`src/rtl/tetris_board_renderer.sv`:
```
// Playfield pixel generator: board-RAM lookup, fixed palette, grid lines
// and a frame-counted row-clear flash, two-stage pipeline from pix_en.
module tetris_board_renderer #(
    parameter int COLS         = 12,
    parameter int ROWS         = 22,
    parameter int CELL         = 20,
    parameter int ORG_X        = 200,
    parameter int ORG_Y        = 20,
    parameter int CODE_W       = 3,
    parameter int GRID         = 1,
    parameter int FLASH_FRAMES = 30,
    parameter int FLASH_PERIOD = 6,
    localparam int RW = $clog2(ROWS),
    localparam int CW = $clog2(COLS)
) (
    input  logic              Clk,
    input  logic              Reset_n,
    input  logic              pix_en,
    input  logic [9:0]        DrawX,
    input  logic [9:0]        DrawY,
    output logic [RW-1:0]     cell_row,
    output logic [CW-1:0]     cell_col,
    input  logic [CODE_W-1:0] cell_code,
    input  logic [ROWS-1:0]   clear_mask,
    input  logic              flash_start,
    output logic              flash_busy,
    output logic              flash_done,
    output logic              pix_valid,
    output logic [3:0]        Red,
    output logic [3:0]        Green,
    output logic [3:0]        Blue
);

    localparam int XW = $clog2(CELL);
    localparam int FW = $clog2(FLASH_FRAMES + 1);
    localparam int PW = $clog2(FLASH_PERIOD + 1);

    localparam logic [9:0] X0 = 10'(ORG_X);
    localparam logic [9:0] X1 = 10'(ORG_X + COLS * CELL);
    localparam logic [9:0] Y0 = 10'(ORG_Y);
    localparam logic [9:0] Y1 = 10'(ORG_Y + ROWS * CELL);
    localparam logic [XW-1:0] XLAST = XW'(CELL - 1);

    typedef enum logic {S_IDLE, S_FLASH} state_e;

    logic [XW-1:0] xs_q, ys_q;
    logic [CW-1:0] col_q;
    logic [RW-1:0] row_q;

    logic          at_x0, at_y0;
    logic [XW-1:0] xs_c, xs_d, ys_s, ys_c;
    logic [CW-1:0] col_c, col_d;
    logic [RW-1:0] row_s, row_c;
    logic          in_board_c, edge_c, row_ok, hit_c;

    state_e          state_q;
    logic [ROWS-1:0] mask_q;
    logic [FW-1:0]   fcnt_q;
    logic [PW-1:0]   pcnt_q;
    logic            odd_q;
    logic            frame_b;

    logic        v1_q, inb_q, edge_q, hit_q;
    logic [11:0] rgb_c;

    assign at_x0 = (DrawX == X0);
    assign at_y0 = (DrawY == Y0);

    // xs_q/col_q hold the values for the next pixel on the line
    assign xs_c  = at_x0 ? '0 : xs_q;
    assign col_c = at_x0 ? '0 : col_q;
    assign xs_d  = (xs_c == XLAST) ? '0 : xs_c + 1'b1;
    assign col_d = (xs_c == XLAST) ? col_c + 1'b1 : col_c;

    // ys_q/row_q hold the current line's values, refreshed at the board's left edge
    assign ys_s  = at_y0 ? '0 : ((ys_q == XLAST) ? '0 : ys_q + 1'b1);
    assign row_s = at_y0 ? '0 : ((ys_q == XLAST) ? row_q + 1'b1 : row_q);
    assign ys_c  = at_x0 ? ys_s : ys_q;
    assign row_c = at_x0 ? row_s : row_q;

    assign in_board_c = (DrawX >= X0) && (DrawX < X1) &&
                        (DrawY >= Y0) && (DrawY < Y1);
    assign edge_c = (xs_c == '0) || (ys_c == '0);
    assign row_ok = ({1'b0, row_c} < (RW + 1)'(ROWS));
    assign hit_c  = flash_busy && !odd_q && row_ok && mask_q[row_c];

    assign frame_b = pix_en && (DrawX == '0) && (DrawY == '0);

    always_ff @(posedge Clk or negedge Reset_n) begin
        if (!Reset_n) begin
            xs_q  <= '0;
            col_q <= '0;
            ys_q  <= '0;
            row_q <= '0;
        end else if (pix_en) begin
            xs_q  <= xs_d;
            col_q <= col_d;
            if (at_x0) begin
                ys_q  <= ys_s;
                row_q <= row_s;
            end
        end
    end

    always_ff @(posedge Clk or negedge Reset_n) begin
        if (!Reset_n) begin
            state_q    <= S_IDLE;
            mask_q     <= '0;
            fcnt_q     <= '0;
            pcnt_q     <= '0;
            odd_q      <= 1'b0;
            flash_busy <= 1'b0;
            flash_done <= 1'b0;
        end else begin
            flash_done <= 1'b0;
            case (state_q)
                S_IDLE: begin
                    // a start coinciding with the done pulse is dropped
                    if (flash_start && !flash_done) begin
                        state_q    <= S_FLASH;
                        mask_q     <= clear_mask;
                        fcnt_q     <= '0;
                        pcnt_q     <= '0;
                        odd_q      <= 1'b0;
                        flash_busy <= 1'b1;
                    end
                end
                S_FLASH: begin
                    if (frame_b) begin
                        fcnt_q <= fcnt_q + 1'b1;
                        if (pcnt_q == PW'(FLASH_PERIOD - 1)) begin
                            pcnt_q <= '0;
                            odd_q  <= ~odd_q;
                        end else begin
                            pcnt_q <= pcnt_q + 1'b1;
                        end
                        if (fcnt_q == FW'(FLASH_FRAMES - 1)) begin
                            state_q    <= S_IDLE;
                            flash_busy <= 1'b0;
                            flash_done <= 1'b1;
                        end
                    end
                end
                default: state_q <= S_IDLE;
            endcase
        end
    end

    always_ff @(posedge Clk or negedge Reset_n) begin
        if (!Reset_n) begin
            v1_q     <= 1'b0;
            cell_row <= '0;
            cell_col <= '0;
            inb_q    <= 1'b0;
            edge_q   <= 1'b0;
            hit_q    <= 1'b0;
        end else begin
            v1_q <= pix_en;
            if (pix_en) begin
                cell_row <= row_c;
                cell_col <= col_c;
                inb_q    <= in_board_c;
                edge_q   <= edge_c;
                hit_q    <= hit_c;
            end
        end
    end

    always_comb begin
        rgb_c = 12'h000;
        if (!inb_q) begin
            rgb_c = 12'h000;
        end else if (hit_q) begin
            rgb_c = 12'hFFF;
        end else if (cell_code > CODE_W'(7)) begin
            rgb_c = 12'h888;
        end else begin
            unique case (cell_code[2:0])
                3'd0: rgb_c = ((GRID != 0) && edge_q) ? 12'hCCC : 12'hFFF;
                3'd1: rgb_c = 12'h0FF;
                3'd2: rgb_c = 12'h00F;
                3'd3: rgb_c = 12'hF80;
                3'd4: rgb_c = 12'hFF0;
                3'd5: rgb_c = 12'h0F0;
                3'd6: rgb_c = 12'h80F;
                3'd7: rgb_c = 12'hF00;
            endcase
        end
    end

    always_ff @(posedge Clk or negedge Reset_n) begin
        if (!Reset_n) begin
            pix_valid <= 1'b0;
            Red       <= '0;
            Green     <= '0;
            Blue      <= '0;
        end else begin
            pix_valid <= v1_q;
            if (v1_q) begin
                {Red, Green, Blue} <= rgb_c;
            end
        end
    end

endmodule
```
`config.mk`:
```
export PLATFORM = sky130hd
export DESIGN_NAME = tetris_board_renderer
export DESIGN_NICKNAME = d
export VERILOG_FILES = /design/src/rtl/tetris_board_renderer.sv
export SDC_FILE = /design/constraint.sdc
export NUM_CORES = 1
export LEC_CHECK = 0
export CORE_AREA = 3 3 79 118
export DETAILED_ROUTE_END_ITERATION = 10
export DIE_AREA = 0 0 82 121
export PLACE_DENSITY = 0.74
export SYNTH_ARGS = -nofsm -noshare
export SYNTH_HDL_FRONTEND = slang
export SYNTH_SLANG_ARGS = --single-unit
```
`constraint.sdc`:
```
create_clock -name Clk -period 2.7 [get_ports Clk]
set_clock_uncertainty 0.15 [all_clocks]
set_input_delay 0.54 -clock Clk [delete_from_list [all_inputs] [get_ports Clk]]
set_output_delay 0.54 -clock Clk [all_outputs]
set_load 0.005 [all_outputs]
```
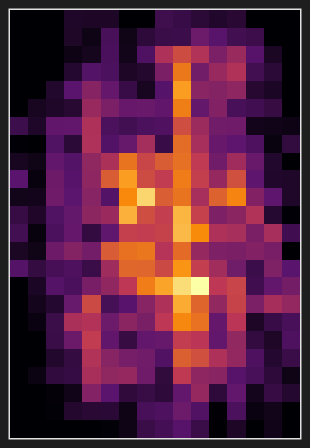
run_1/route_heat.png
The die is cut into 16 by 24 equal tiles; black is low, pale yellow is high, scaled to the fullest tile. Values are wire area over tile area, all layers added.
- mean over tiles: 0.17
- nearly empty tiles: 15%
- emptiest ninth of the die: top left
- tiles over half the peak: 16%
gr usage total: 0.221
via count: 3854
Post-Route WL: 10.5 mm
Avg WL per Cell: 15.5 um

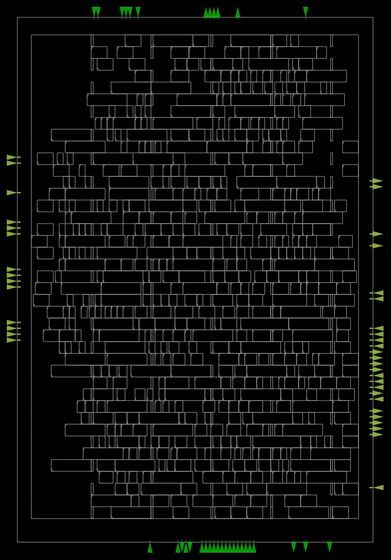
run_1/placed.png
TAP cells: 107
Flops: 70
final std cells w/o fill: 678
row count: 41
Layout fillers: 693

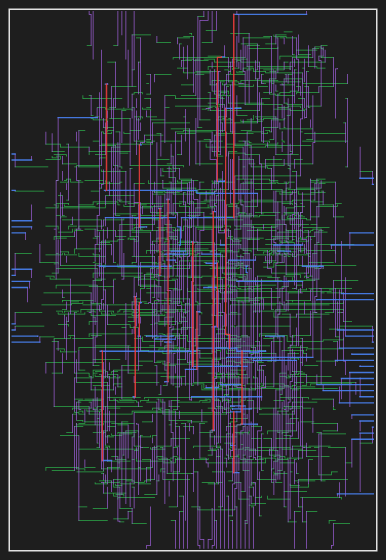
run_1/layers.png
- red: M4 (wire length 415 um)
- blue: M3 (wire length 507 um)
- green: M1 (wire length 4060 um)
- purple: M2 (wire length 5510 um)

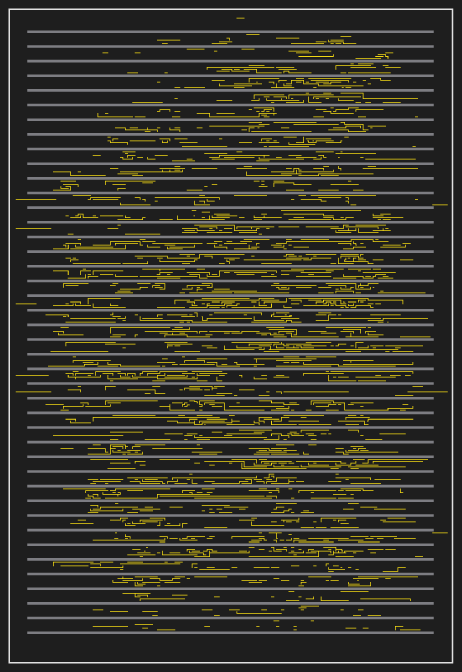
run_1/m1.png
Supply wires on this layer in gray.
- share of all routed wire: 39%
- nets with wire on the layer: 544
- wire length on this layer: 4060 um
- main direction: horizontal
- longest straight run: 23.9 um
met1 Usage GRT: 0.245

==> run notes, run 1 <==
impl run done, here's what came out: IO Pins=73, reg2reg end=hit_q, Syn Nets=489, Pleak=2.59 nW, switching pwr=0.812 mW, n_diodes=0, Comb/total area=0.362, delay-heaviest family, CP=AND-OR/OR-AND gates, Reg power frac=0.401, drt first-iter violations=233, Mean Syn Cell Area=8.97 sq um, number of global-route vias before repair=3710, first-pass GRT wire length=16.9 mm, non-clock buffer count=145, fp_density=0.461, Reg with most FFs=mask_q, DRC errors left=0, critical path arrival=2.69 ns, # resized after CTS=10, NonClk Buf Share=0.226, GR Layer Usage met3=0.0371, die y size=121 um, Final setup viols=0, Comb gates=317, routability cong.=0.858, Logic inverters=24, area growth from synthesis to layout=44.0%, net count of the finished layout=623, Core Region=8410 sq um, PD cells=566 nW/um^2, Mux area share=0.0570, CTS Buf Count=9, logic area=2030 sq um, M1 WL=4.06 mm, antenna-violating nets left=0, GR Overflow Total=0, Commonest Layout Cell=nand2_1, Top pwr grp=the clock network, Die Wd=82 um, most numerous logic cells after layout=nand2_1, buf_4, dfrtp_1, CP required=2.75 ns, Cell Area, Placed=5170 sq um, total negative slack=0 ns, Final Cycle Share=0.979, Commonest flop=dfrtp_1, Crit Path Category=flop to flop, top cells by area=dfrtp_1, nand2_1, o21ai_0, Logic pwr share=0.194, internal power=2.35 mW, Ys Warns=0, vias per inst=5.68, max_slew headroom=0.590, CP max FO=7, Dominant combinational family=simple AND/OR/NAND/NOR gates, worst-margin pin slew=0.615 ns, Pwr Total=3.17 mW, YS chip area=3880 sq um, Max-Cap Viols=0, GRT met2 Usage=0.384, Buf+Inv Stages, Crit Path=0, Top-area cell share=0.451, XORs/XNORs by Area=0.0177, FA/HA/MAJ Cells, Area Fraction=0.0226, H-tree depth=3, worst r2r path cells=8, Mapped Area=3880 sq um, Place WS=-0.575 ns, met3 WL=506 um, Most Used Layer, Global Route=met2, worst-skew pair later-pin latency=0.34 ns, critical path depth=8, Power Combinational=0.614 mW, Slew Limit Fails=0, P_clk=1.28 mW, clock power share=0.405, Detailed Routing Iterations Pass 1=4, cell taking the most area after synthesis=dfrtp_1, Design Area, Final=5590 sq um, Worst Hold Slack=0.0662 ns, max reg flops=22, Seq. pwr=1.27 mW, CTS Buffer Depth=2, Setup WS post-layout=0.0557 ns, Sequential Area=1750 sq um, crit path capture=hit_q, Hold Crit Class=input pin to async pin, Synth flops=70, Yosys top cell by instances=nand2_1, clock root cell=clkbuf_16, switching part of the total=0.257, RR Startpoint=ys_q[0], status=finished, final reports clean, CP endpoint kind=flop, largest cell class by area=multi-input combinational cells, Fin. Hold Viols=0, placed cells=661, crit path time final=2.64 ns, Compound Share, Synth=0.146, hpwl dp=7.75 mm, Synth Area in Simple Gates=0.256, Cell Chain, Critical Path=ha_1 > and4bb_2 > a41oi_2 > or2_4 > mux2_2 > o211a_1 > o311ai_2 > o2111ai_1, Mapped Cells=433, Port Buf Inserts=72, Peak supply drop=0.000344 V, asr flop ratio synth=1.00, count of library flops with an enable pin=0, post-CTS setup repair buffer count=2, share of cells above drive strength 1=0.215, Clock transition at path regs=0.05 ns, Post-synth top cells=nand2_1, dfrtp_1, o21ai_0, Seq area share=0.313, # clock sinks=70, Critical Path Start=ys_q[0]
run_1/class_map.png
The bar under the picture is 20 um long. Fill, decap, tap and diode cells in gray.
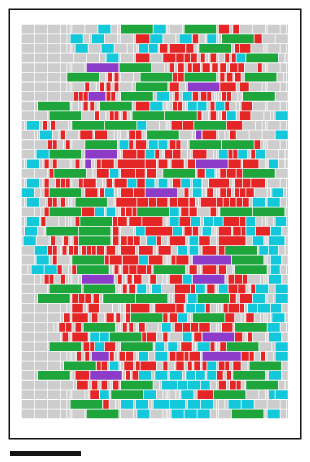

## Run 2: what changed since run 1
- RECOVER_POWER: not set -> 25
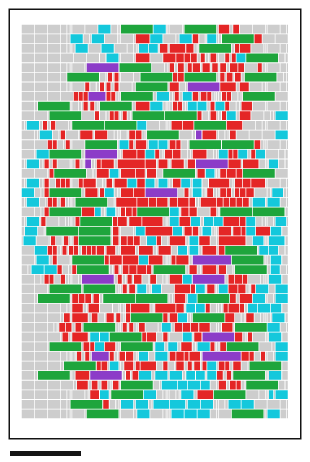
run_2/class_map.png
The bar under the picture is 20 um long. Fill, decap, tap and diode cells in gray.
- green: registers (cells 70; share of their area 32%)
- cyan: remaining buffers and delay cells (cells 145; share of their area 23%)
- purple: clock drivers and dummy loads (cells 15; share of their area 5.9%)
- red: remaining logic cells (cells 341; share of their area 39%)
Design Area, Final: 5590 sq um
Final Util: 0.664
Core Region: 8410 sq um
Seq area share: 0.313

==> run notes, run 2 <==
impl run done, here's what came out: number of global-route vias before repair=3710, Peak supply drop=0.000344 V, Sequential Area=1750 sq um, placed cells=661, Commonest Layout Cell=nand2_1, crit path time final=2.66 ns, crit path capture=hit_q, max reg flops=22, hpwl dp=7.75 mm, NonClk Buf Share=0.226, Crit Path Category=flop to flop, # clock sinks=70, vias per inst=5.68, CP endpoint kind=flop, # resized after CTS=10, YS chip area=3880 sq um, Synth flops=70, CP required=2.75 ns, Port Buf Inserts=72, status=finished, final reports clean, clock power share=0.406, max_slew headroom=0.0183, Logic pwr share=0.194, met3 WL=494 um, Power Combinational=0.614 mW, critical path arrival=2.70 ns, Flops=70, delay-heaviest family, CP=AND-OR/OR-AND gates, count of library flops with an enable pin=0, Final Cycle Share=0.984, Mapped Area=3880 sq um, Logic inverters=24, gr usage total=0.221, Worst Hold Slack=0.326 ns, worst-margin pin slew=1.47 ns, critical path depth=8, row count=41, Detailed Routing Iterations Pass 1=5, Mux area share=0.0570, n_diodes=0, M1 WL=4.08 mm, Cell Area, Placed=5170 sq um, P_clk=1.28 mW, Mapped Cells=433, CTS Buffer Depth=2, Comb/total area=0.363, GRT met2 Usage=0.384, Cell Chain, Critical Path=ha_1 > and4bb_2 > a41oi_2 > or2_4 > mux2_2 > o211a_1 > o311ai_2 > o2111ai_1, CP max FO=7, die y size=121 um, switching pwr=0.814 mW, Top-area cell share=0.451, Most Used Layer, Global Route=met2, Yosys top cell by instances=nand2_1, internal power=2.35 mW, logic area=2030 sq um, Layout fillers=695, Hold Crit Class=flop to flop, worst r2r path cells=8, Max-Cap Viols=0, Reg power frac=0.400, non-clock buffer count=145, TAP cells=107, RR Startpoint=ys_q[0], most numerous logic cells after layout=nand2_1, buf_4, dfrtp_1, Reg with most FFs=mask_q, first-pass GRT wire length=16.9 mm, Setup WS post-layout=0.0425 ns, PD cells=567 nW/um^2, post-CTS setup repair buffer count=2, worst-skew pair later-pin latency=0.34 ns, Pleak=2.59 nW, net count of the finished layout=623, Synth Area in Simple Gates=0.256, Final setup viols=0, cell taking the most area after synthesis=dfrtp_1, Avg WL per Cell=15.5 um, routability cong.=0.858, Pwr Total=3.17 mW, Ys Warns=0, Top pwr grp=the clock network, clock root cell=clkbuf_16, GR Layer Usage met3=0.0371, Commonest flop=dfrtp_1, share of cells above drive strength 1=0.214, IO Pins=73, Syn Nets=489, Critical Path Start=ys_q[0], total negative slack=0 ns, Seq. pwr=1.27 mW, CTS Buf Count=9, final std cells w/o fill=678, Slew Limit Fails=0, H-tree depth=3, Mean Syn Cell Area=8.97 sq um, Clock transition at path regs=0.05 ns, largest cell class by area=multi-input combinational cells, XORs/XNORs by Area=0.0177, via count=3854, DRC errors left=0
No activity file was given, so power comes from the tool's default toggle rates.
